===== src/rtl/iq_frame_serializer_pkg.sv =====
// Shared types and defaults for the I/Q frame serializer.
// The state encoding, symbol layout and default frame parameters live here.
package iq_frame_serializer_pkg;

  localparam int unsigned DEF_DATA_W = 14;
  localparam logic [1:0]  DEF_SYNC_I = 2'b10;
  localparam logic [1:0]  DEF_SYNC_Q = 2'b01;
  localparam logic [1:0]  DEF_IDLE   = 2'b00;

  typedef enum logic [2:0] {
    ST_IDLE  = 3'd0,
    ST_ISYNC = 3'd1,
    ST_IDATA = 3'd2,
    ST_QSYNC = 3'd3,
    ST_QDATA = 3'd4
  } state_e;

  // d0 is driven in the clk-high phase, d1 in the clk-low phase
  typedef struct packed {
    logic d0;
    logic d1;
  } sym_t;

endpackage


===== src/rtl/iq_frame_serializer_dedff.sv =====
// Double-edge output cell: captures a 2-bit symbol each posedge and presents
// d0 while clk is high and d1 while clk is low.
module iq_frame_serializer_dedff (
  input  logic i_clk,
  input  logic i_rst_n,
  input  logic i_d0,
  input  logic i_d1,
  output logic o_q
);

  logic r_q0;
  logic r_q1;

  always_ff @(posedge i_clk or negedge i_rst_n) begin
    if (!i_rst_n) begin
      r_q0 <= 1'b0;
      r_q1 <= 1'b0;
    end else begin
      r_q0 <= i_d0;
      r_q1 <= i_d1;
    end
  end

  assign o_q = i_clk ? r_q0 : r_q1;

endmodule


===== src/rtl/iq_frame_serializer.sv =====
// Framed I/Q serializer: one-entry holding buffer, sync/data framing FSM and a
// double-edge output cell producing a 2x-rate differential serial stream.
module iq_frame_serializer
  import iq_frame_serializer_pkg::*;
#(
  parameter int unsigned DATA_W = DEF_DATA_W,
  parameter logic [1:0]  SYNC_I = DEF_SYNC_I,
  parameter logic [1:0]  SYNC_Q = DEF_SYNC_Q,
  parameter logic [1:0]  IDLE   = DEF_IDLE
) (
  input  logic              clk,
  input  logic              start,
  input  logic              s_valid,
  output logic              s_ready,
  input  logic [DATA_W-1:0] s_i,
  input  logic [DATA_W-1:0] s_q,
  input  logic              iq_only,
  output logic              serial,
  output logic              serial_N,
  output logic              serial_clk,
  output logic              frame_done,
  output logic              underflow
);

  localparam int unsigned      HALF     = DATA_W / 2;
  localparam int unsigned      CNT_W    = $clog2(HALF);
  localparam logic [CNT_W-1:0] CNT_LAST = CNT_W'(HALF - 1);

  state_e              r_state;
  state_e              w_state_nx;
  state_e              w_end_state;
  logic [CNT_W-1:0]    r_cnt;
  logic [CNT_W-1:0]    w_cnt_nx;
  logic [DATA_W-1:0]   r_hold_i;
  logic [DATA_W-1:0]   r_hold_q;
  logic [DATA_W-1:0]   r_sh_i;
  logic [DATA_W-1:0]   r_sh_q;
  logic [DATA_W-1:0]   w_sh_i_nx;
  logic [DATA_W-1:0]   w_sh_q_nx;
  sym_t                r_sym;
  sym_t                w_sym_nx;
  logic                r_hold_full;
  logic                w_hold_full_nx;
  logic                r_s_ready;
  logic                r_iq_only_l;
  logic                r_frame_done;
  logic                r_underflow;
  logic                w_accept;
  logic                w_last;
  logic                w_load;
  logic                w_frame_end;
  logic                w_stay;
  logic                w_done_nx;
  logic                w_serial;

  assign w_accept       = s_valid & r_s_ready;
  assign w_last         = (r_cnt == CNT_LAST);
  assign w_end_state    = r_hold_full ? ST_ISYNC : ST_IDLE;
  assign w_hold_full_nx = (r_hold_full & ~w_load) | w_accept;

  // Frame sequencing
  always_comb begin
    w_state_nx  = r_state;
    w_frame_end = 1'b0;
    case (r_state)
      ST_IDLE:  if (r_hold_full) w_state_nx = ST_ISYNC;
      ST_ISYNC: w_state_nx = ST_IDATA;
      ST_IDATA: begin
        if (w_last) begin
          w_frame_end = r_iq_only_l;
          w_state_nx  = r_iq_only_l ? w_end_state : ST_QSYNC;
        end
      end
      ST_QSYNC: w_state_nx = ST_QDATA;
      ST_QDATA: begin
        if (w_last) begin
          w_frame_end = 1'b1;
          w_state_nx  = w_end_state;
        end
      end
      default:  w_state_nx = ST_IDLE;
    endcase
  end

  // Symbol, shift register and counter follow the state being entered
  always_comb begin
    w_sym_nx  = sym_t'(IDLE);
    w_sh_i_nx = r_sh_i;
    w_sh_q_nx = r_sh_q;
    w_cnt_nx  = '0;
    w_load    = 1'b0;
    w_stay    = (r_state == w_state_nx);
    case (w_state_nx)
      ST_ISYNC: begin
        w_load    = 1'b1;
        w_sym_nx  = sym_t'(SYNC_I);
        w_sh_i_nx = r_hold_i;
        w_sh_q_nx = r_hold_q;
      end
      ST_IDATA: begin
        w_sym_nx  = sym_t'(r_sh_i[DATA_W-1 -: 2]);
        w_sh_i_nx = {r_sh_i[DATA_W-3:0], 2'b00};
        w_cnt_nx  = w_stay ? r_cnt + CNT_W'(1) : '0;
      end
      ST_QSYNC: w_sym_nx = sym_t'(SYNC_Q);
      ST_QDATA: begin
        w_sym_nx  = sym_t'(r_sh_q[DATA_W-1 -: 2]);
        w_sh_q_nx = {r_sh_q[DATA_W-3:0], 2'b00};
        w_cnt_nx  = w_stay ? r_cnt + CNT_W'(1) : '0;
      end
      default:  w_sym_nx = sym_t'(IDLE);
    endcase
  end

  assign w_done_nx = ((w_state_nx == ST_QDATA) || ((w_state_nx == ST_IDATA) && r_iq_only_l))
                     && (w_cnt_nx == CNT_LAST);

  always_ff @(posedge clk or negedge start) begin
    if (!start) begin
      r_state      <= ST_IDLE;
      r_cnt        <= '0;
      r_hold_i     <= '0;
      r_hold_q     <= '0;
      r_sh_i       <= '0;
      r_sh_q       <= '0;
      r_sym        <= '0;
      r_hold_full  <= 1'b0;
      r_s_ready    <= 1'b0;
      r_iq_only_l  <= 1'b0;
      r_frame_done <= 1'b0;
      r_underflow  <= 1'b0;
    end else begin
      r_state      <= w_state_nx;
      r_cnt        <= w_cnt_nx;
      r_sh_i       <= w_sh_i_nx;
      r_sh_q       <= w_sh_q_nx;
      r_sym        <= w_sym_nx;
      r_hold_full  <= w_hold_full_nx;
      r_s_ready    <= ~w_hold_full_nx;
      r_frame_done <= w_done_nx;
      r_underflow  <= w_frame_end & ~r_hold_full;
      if (w_load) r_iq_only_l <= iq_only;
      if (w_accept) begin
        r_hold_i <= s_i;
        r_hold_q <= s_q;
      end
    end
  end

  iq_frame_serializer_dedff u_dedff (
    .i_clk   (clk),
    .i_rst_n (start),
    .i_d0    (r_sym.d0),
    .i_d1    (r_sym.d1),
    .o_q     (w_serial)
  );

  assign serial     = w_serial;
  assign serial_N   = ~w_serial;
  assign serial_clk = clk;
  assign s_ready    = r_s_ready;
  assign frame_done = r_frame_done;
  assign underflow  = r_underflow;

endmodule

===== config.mk =====
export PLATFORM = sky130hd
export DESIGN_NAME = iq_frame_serializer
export DESIGN_NICKNAME = d
export VERILOG_FILES = /design/src/rtl/iq_frame_serializer_pkg.sv /design/src/rtl/iq_frame_serializer_dedff.sv /design/src/rtl/iq_frame_serializer.sv
export SDC_FILE = /design/constraint.sdc
export NUM_CORES = 1
export LEC_CHECK = 0
export ABC_AREA = 1
export ABC_CLOCK_PERIOD_IN_PS = 1700
export CAP_MARGIN = 20
export CORE_MARGIN = 3
export CORE_UTILIZATION = 45
export DETAILED_ROUTE_END_ITERATION = 16
export PLACE_DENSITY = 0.79
export SKIP_LAST_GASP = 1
export SLEW_MARGIN = 25
export SYNTH_ARGS = -nofsm -noshare
export SYNTH_HDL_FRONTEND = slang
export SYNTH_SLANG_ARGS = --single-unit

===== constraint.sdc =====
create_clock -name clk -period 1.7 [get_ports clk]
set_clock_uncertainty 0.05 [all_clocks]
set_input_delay 0.34 -clock clk [delete_from_list [all_inputs] [get_ports clk]]
set_output_delay 0.34 -clock clk [all_outputs]
set_load 0.05 [all_outputs]

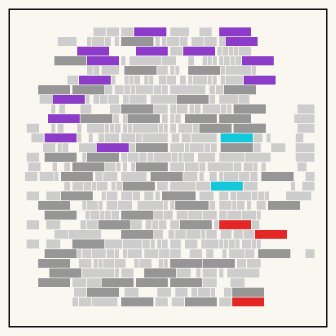
(run_1/ff_map.png)
r_hold_i: marked purple, placed flops 14. r_cnt: marked red, placed flops 3. r_sym: marked cyan, placed flops 2.

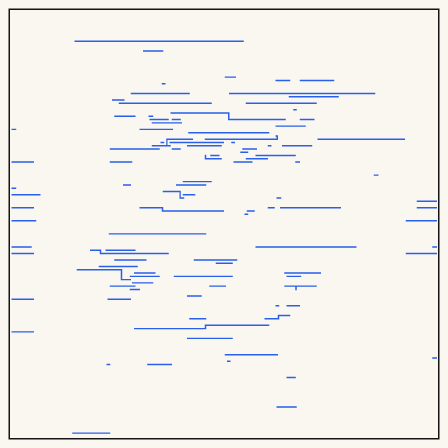
(run_1/m3.png)
The layer holds 7.5% of the routed length. The longest straight run is 35.0 µm. The wires run mostly horizontal.

==> Changelog: implementation, run 1 <==
### Metrics

- Flip-flops: approximately 70
- CP endpoint: serial
- Post-synth seq share: 0.5714
- Clk slew on worst S/H paths: around 0.070 ns
- Tap Cells: 77
- FFs w/ async S/R, synth: 1.000
- Dpl hpwl: between 3000 and 4000 µm
- Non-clk invs: between 40 and 50
- Yosys synthesis warning count: 0
- Met2 usage: 0.2739
- Top routing layer in use: met4
- Largest net degree at the start of global routing: between 70 and 80
- IO Pins: 38
- Max_cap viols: 0
- CP startpoint: clk
- Final worst setup slack: -0.2442 ns
- Worst R2R End: r_sh_i[7]
- Worst r2r src: r_cnt[1]
- CP most frequent cell: clkbuf_16
- Fin. Hold Viols: 0
- Dominant cell area share: 0.5714
- Met3 routed WL: between 600 and 700 µm
- Layout overhead on the synthesized area: 46.60%
- Remaining antenna violation count after routing: 0
- Ant. Diodes: 0
- Post-synth top area cell: dfrtp_1
- Final Max Tran Viols: 0
- Avg Cell Area, Syn: 9.538 µm²
- RSZ-0062 raised after global routing: true
- Largest area class, layout: sequential cells
- Pwr per Cell Area: ~2500 nW/µm²
- Worst VDD drop: just under 0.001 V
- Comb_multi_in: between 200 and 250
- Vias in the first global route: between 2000 and 2500
- Most frequent logic cell in the layout: dfrtp_1
- Crit-path max FO: 2
- Worst path depth: 7
- Yosys chip area: 3109 µm²
- Fp_density: 0.4761
- # rows: 29
- Status: finished, violations left
- Pre-CTS setup slack: -0.5061 ns
- Iter 0 DRT Violations: about 280
- Comb area share: 0.3170
- OpenROAD warning count: 33
- Clk ins delay skew pair: between 0.4 and 0.5 ns
- Layout clock buffer count: 25
- WL met1: between 3000 and 4000 µm
- Post-Syn Area: 3109 µm²
- Max-slew headroom: 0.7514
- Total length of routed met2 wires: 4519 µm
- Flop share of the area: 0.3903
- Core area: about 6500 µm²
- Gr ovfl total: 0
- Non-clk buf share: 0.1507
- Failing checks: setup timing
- Number of enable flip-flop cells: 0
- Arr. time, crit path: ~1.6 ns
- Final Util: 0.6979
- Setup violators final: 37
- CTS tree: done
- Flop area: roughly 1800 µm²
- Repair and plain buffers: approximately 62
- Reg2reg setup slack: -0.20 ns
- Die ar.: about 8000 µm²
- Synthesized flop and latch total: about 70
- DR vias/cell: roughly 5.6
- DR vias: about 2700
- HP Class: flop to flop
- Main flop type: dfrtp_1
- Type of the worst setup path: clock port to output port
- GR Layer Usage met1: 0.2274
- Post-synthesis cell count: roughly 330
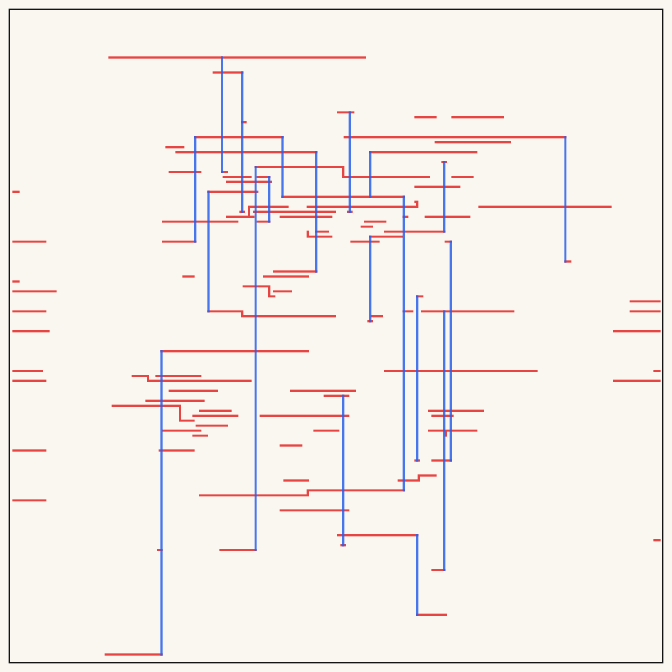
(run_1/layers.png)
Two of the layers only.
M4: marked blue, wire length 407 µm. M3: marked red, wire length 680 µm.

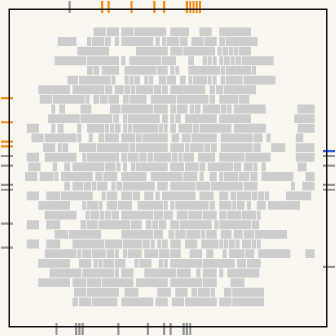
(run_1/pinout.png)
Pins as bars across the die edge, other pins in grey.
serial: marked blue, pins 1, direction output, edge right. s_i: marked orange, pins 14, direction input, edge 10 top, 4 left.
All pins by edge: 11 bottom, 11 top, 10 left, 6 right.
DIE WIDTH: 89.12 µm
Die Y: 89.12 µm
I/O Buffers: 37

run 1: where the power goes:
group          switching (W)  internal [W]  leakage [nW]
Clock                0.00125       0.00139         0.191
Combinational        0.00344       0.00231          1.13
Sequential          0.000519       0.00250         0.848
Total                0.00520       0.00621          2.17
run 1: timing repair:
item | CTS | global route
resized | 56 | 103
pin swaps | 4 | 20
hold endpoints to repair | 71 | 0
endpoints found under the setup margin | 35 | 39
buffers inserted | 5 | 12
hold buffers | 1 | 0
gates cloned | 4 | 4
run 1: logic make-up after synthesis:
logic type	share of synthesized area
AOI/OAI and AO/OA	0.1292
xor gates and xnor gates	0.002817
adders and majority gates	0.008047
buffers and inverters	0.08410
DFF	0.5714
muxes	0.04346
and+or+nand+nor	0.1610
run 1: through the flow:
| step | TNS, ns | cells |
|---|---|---|
| 6_report | -4.276 | 485 |
| 5_1_grt | -6.707 | 485 |
| 4_1_cts | -0.9420 | 470 |
| 3_5_place_dp | -1.789 | 439 |
| 3_3_place_gp | -1.161 | 439 |
| 2_1_floorplan | -0.1794 | 326 |
run 1: registers in the layout, summed over array words and instances (netlist names), 2 cells and up:
register	flops
r_sym	2
r_sh_i	14
r_hold_q	14
r_hold_i	14
r_cnt	3
r_state	3
r_sh_q	14
run 1: worst register-to-register path, stage by stage, from the launching register on:
cell     delay [ns]
dfrtp_1        0.42
ha_4           0.19
nand2_4        0.08
inv_2          0.04
nand2_2        0.07
nor2_4         0.04
nor2_4         0.15
buf_6          0.14
inv_8          0.04
nand2_8        0.17
nand2_8        0.14
inv_8          0.11
nand2_2        0.06
o21ai_1        0.10
==> run_1/congestion_map.png <==
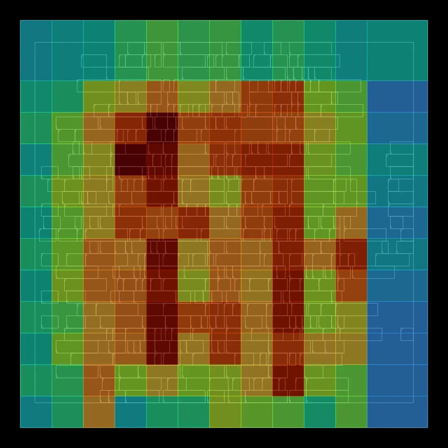

## Run 2: what changed since run 1
--- a/config.mk
+++ b/config.mk
@@ -6,12 +6,12 @@
 export NUM_CORES = 1
 export LEC_CHECK = 0
 export ABC_AREA = 1
-export ABC_CLOCK_PERIOD_IN_PS = 1700
+export ABC_CLOCK_PERIOD_IN_PS = 2000
 export CAP_MARGIN = 20
 export CORE_MARGIN = 3
 export CORE_UTILIZATION = 45
 export DETAILED_ROUTE_END_ITERATION = 16
-export PLACE_DENSITY = 0.79
+export PLACE_DENSITY = 0.77
 export SKIP_LAST_GASP = 1
 export SLEW_MARGIN = 25
 export SYNTH_ARGS = -nofsm -noshare
==> constraint.sdc (replaced) <==
create_clock -name clk -period 2 [get_ports clk]
set_clock_uncertainty 0.05 [all_clocks]
set_input_delay 0.4 -clock clk [delete_from_list [all_inputs] [get_ports clk]]
set_output_delay 0.4 -clock clk [all_outputs]
set_load 0.05 [all_outputs]
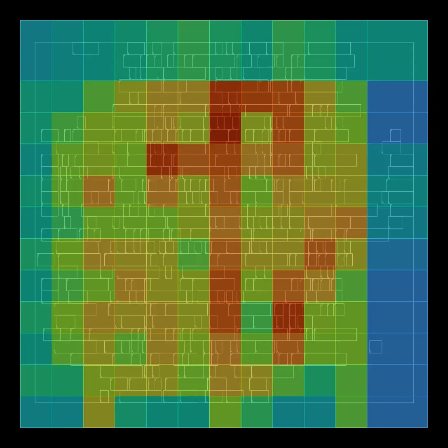
(run_2/congestion_map.png)
met2 usage: 0.2619
Final Util: 0.6086
overall routing resource usage: 0.1690

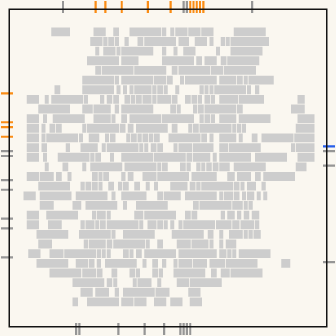
(run_2/pinout.png)
Pins as bars across the die edge, other pins in grey.
s_i: marked orange, pins 14, direction input, edge 10 top, 4 left. serial: marked blue, pins 1, direction output, edge right.
All pins by edge: 14 top, 11 left, 9 bottom, 4 right.

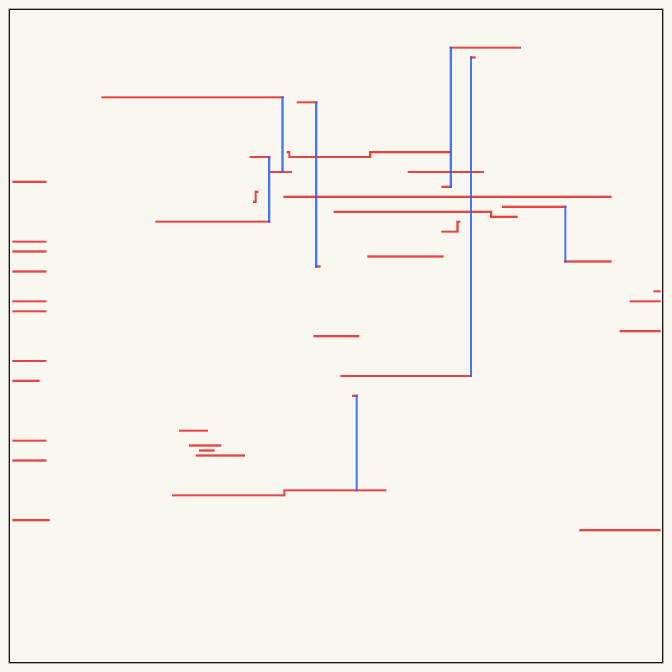
(run_2/layers.png)
Two of the layers only.
M3: marked red, wire length 331 µm. M4: marked blue, wire length 124 µm.

==> Changelog: implementation, run 2 <==
### Metrics

- Worst R2R Path Depth: 12
- Post-DP Area: ~3600 µm²
- Remaining antenna violation count after routing: 0 (unchanged)
- Final Max Tran Viols: 0 (unchanged)
- Main flop type: dfrtp_1
- Post-synth top cells: dfrtp_1, nand2_1, inv_1
- HP Class: flop to flop
- Routability Congestion: roughly 0.8
- Post-Syn Area: 3109 µm² (unchanged)
- Post-synthesis cell count: 326 (unchanged)
- Vias in the first global route: 2284 (-6.2%)
- Max_cap viols: 0 (unchanged)
- Yosys chip area: 3109 µm² (unchanged)
- Fin Setup TNS: -0.2606 ns (+4.015 ns)
- CP most frequent cell: clkbuf_16
- Most frequent logic cell in the layout: dfrtp_1
- First-pass GRT wire length: approximately 9900 µm
- Number of enable flip-flop cells: 0 (unchanged)
- Fin area: 3975 µm²
- # rows: 29 (unchanged)
- CP Cell Sequence: clkbuf_16, clkbuf_16, nand2_4, o21ai_4, clkbuf_8, inv_4, buf_8
- Max-slew headroom: 0.6297 (-0.1217)
- DR vias: 2349 (-14%)
- FFs w/ async S/R, synth: 1.000 (unchanged)
- Largest net degree at the start of global routing: 46 (-36%)
- Worst VDD drop: 0.0006967 V (-30%)
- Pre-CTS setup slack: -0.4161 ns (+0.09000 ns)
- Final Power: approximately 0.0076 W
- Initial antenna violation count: 0
- Crit-path max FO: 2 (unchanged)
- Die Y: 89.12 µm (unchanged)
- I/O Buffers: 37 (unchanged)
- Gr ovfl total: 0 (unchanged)
- Post-synth seq share: 0.5714 (unchanged)
- Status: finished, violations left
- Yosys Instances: between 300 and 400
- CTS tree: done
- Pwr per Cell Area: 1906 nW/µm² (-24%)
- Crit path capture type: output port
- OpenROAD warning count: 33 (unchanged)
- Required @ worst endpoint: approximately 1.6 ns
- Fp_density: 0.4761 (unchanged)
- Ant. Diodes: 0 (unchanged)
- DR vias/cell: 5.107 (-9.0%)
- Worst slew pin tran: 0.5554 ns
- IO Pins: 38 (unchanged)
- Hold path cells: 0
- Die ar.: 7942 µm² (unchanged)
- Synthesized flop and latch total: 71 (unchanged)
- Residual DRC: 0
- Commonest non-fill, non-tap cells in the layout: dfrtp_1, nand2_1, inv_1
- Cell Type Count: 29
- Avg Cell Area, Syn: 9.538 µm² (unchanged)
- Post-DR wirelength/cell: 13.45 µm
- Final worst setup slack: -0.1429 ns (+0.1013 ns)
- Iter 0 DRT Violations: 124 (-55%)
- Total wire length: approximately 6200 µm
- Core area: 6531 µm² (unchanged)
- Post-synth top area cell: dfrtp_1
- Slowest CP cell: clkbuf_16
- Net Count, Synth: between 300 and 400
- Dominant cell area share: 0.5714 (unchanged)
- Setup violators final: 3 (-92%)
- WHS: between 0.3 and 0.4 ns
- CP Launch Type: clock port
- Synth top cell by count: dfrtp_1
- Layout cell share with drive strength beyond 1: 0.1854
- # nets final: 411
- Clk slew on worst S/H paths: 0.07 ns (about the same)
- Clk ins delay skew pair: 0.44 ns (-0.02 ns)
- Dpl hpwl: 3879 µm (+5.0%)
- Failing checks: setup timing
- Drt first pass iters: 5
- Type of the worst setup path: clock port to output port
- Final std cells w/o fill: 460 (-5.2%)
- DIE WIDTH: 89.12 µm (unchanged)
- Slowest Stage Delay on Critical Path: about 0.14 ns
- Arr. time, crit path: 1.69 ns (+0.14 ns)
- Layout overhead on the synthesized area: 27.85%
- Placed insts: 433 (-1.4%)
- Fin. Hold Viols: 0 (unchanged)
- Static Leak: 1.920 nW
- Yosys synthesis warning count: 0 (unchanged)
- RSZ-0062 raised after global routing: true
- Post-synth area hogs: dfrtp_1, nand2_1, o21ai_0, inv_1, mux2_2
## run 2: cell families after synthesis
| family | synth area share |
|---|---|
| XOR/XNOR | 0.002817 |
| buffers and inverters | 0.08410 |
| adder cells (fa/ha/maj) | 0.008047 |
| AND-OR/OR-AND | 0.1292 |
| flip-flops | 0.5714 |
| AND/OR/NAND/NOR | 0.1610 |
| multiplexers | 0.04346 |
## run 2: path summary, 6_finish.rpt
| kind | start | to | slack (ns) |
|---|---|---|---|
| worst max-delay path | clk | serial | -0.14 |
| worst min-delay path | r_sym[1] | u_dedff.r_q0 | 0.31 |
| worst max register to register | r_cnt[0] | r_sh_q[8] | 0.07 |
| worst min register to register | r_sym[1] | u_dedff.r_q0 | 0.31 |
| max in group asynchronous | start | r_hold_i[12] | 0.89 |
| min in group asynchronous | start | r_hold_q[5] | 0.44 |
## run 2: where the power goes
group / internal (W) / leakage [nW] / switching (W)
sequential: 0.00212 / 0.851 / 0.000316
combinational: 0.000987 / 0.852 / 0.00171
clock: 0.00144 / 0.217 / 0.000997
## run 2: worst max-delay path: cells and delay by family
kind	cells	cell delay (ns)
compound gates	1	0.06
buf+inv	5	0.57
simple gates	1	0.06
## run 2: metal layers
layer / share of wire / global-route usage
met4: 0.020 / 0.09472
met2: 0.50 / 0.2619
met5: 0 / 0
met3: 0.053 / 0.08571
met1: 0.43 / 0.1886
## run 2: cell type report
cell class,count,area (µm²)
Fill cell,545,2556
Sequential cell,71,1777
Multi-Input combinational cell,201,1110
Timing Repair Buffer,42,417.9
Clock buffer,24,331.6
Inverter,41,171.4
Tap cell,77,96.34
Clock inverter,4,71.32
## run 2: timing repair
item	in CTS	in global routing
hold endpoints to repair	21	0
pin swaps	2	3
buffers inserted	2	1
gates resized	33	5
gates cloned	0	1
hold buffers	1	0
setup endpoints to repair	7	19
Power and IR drop assume default switching activity.
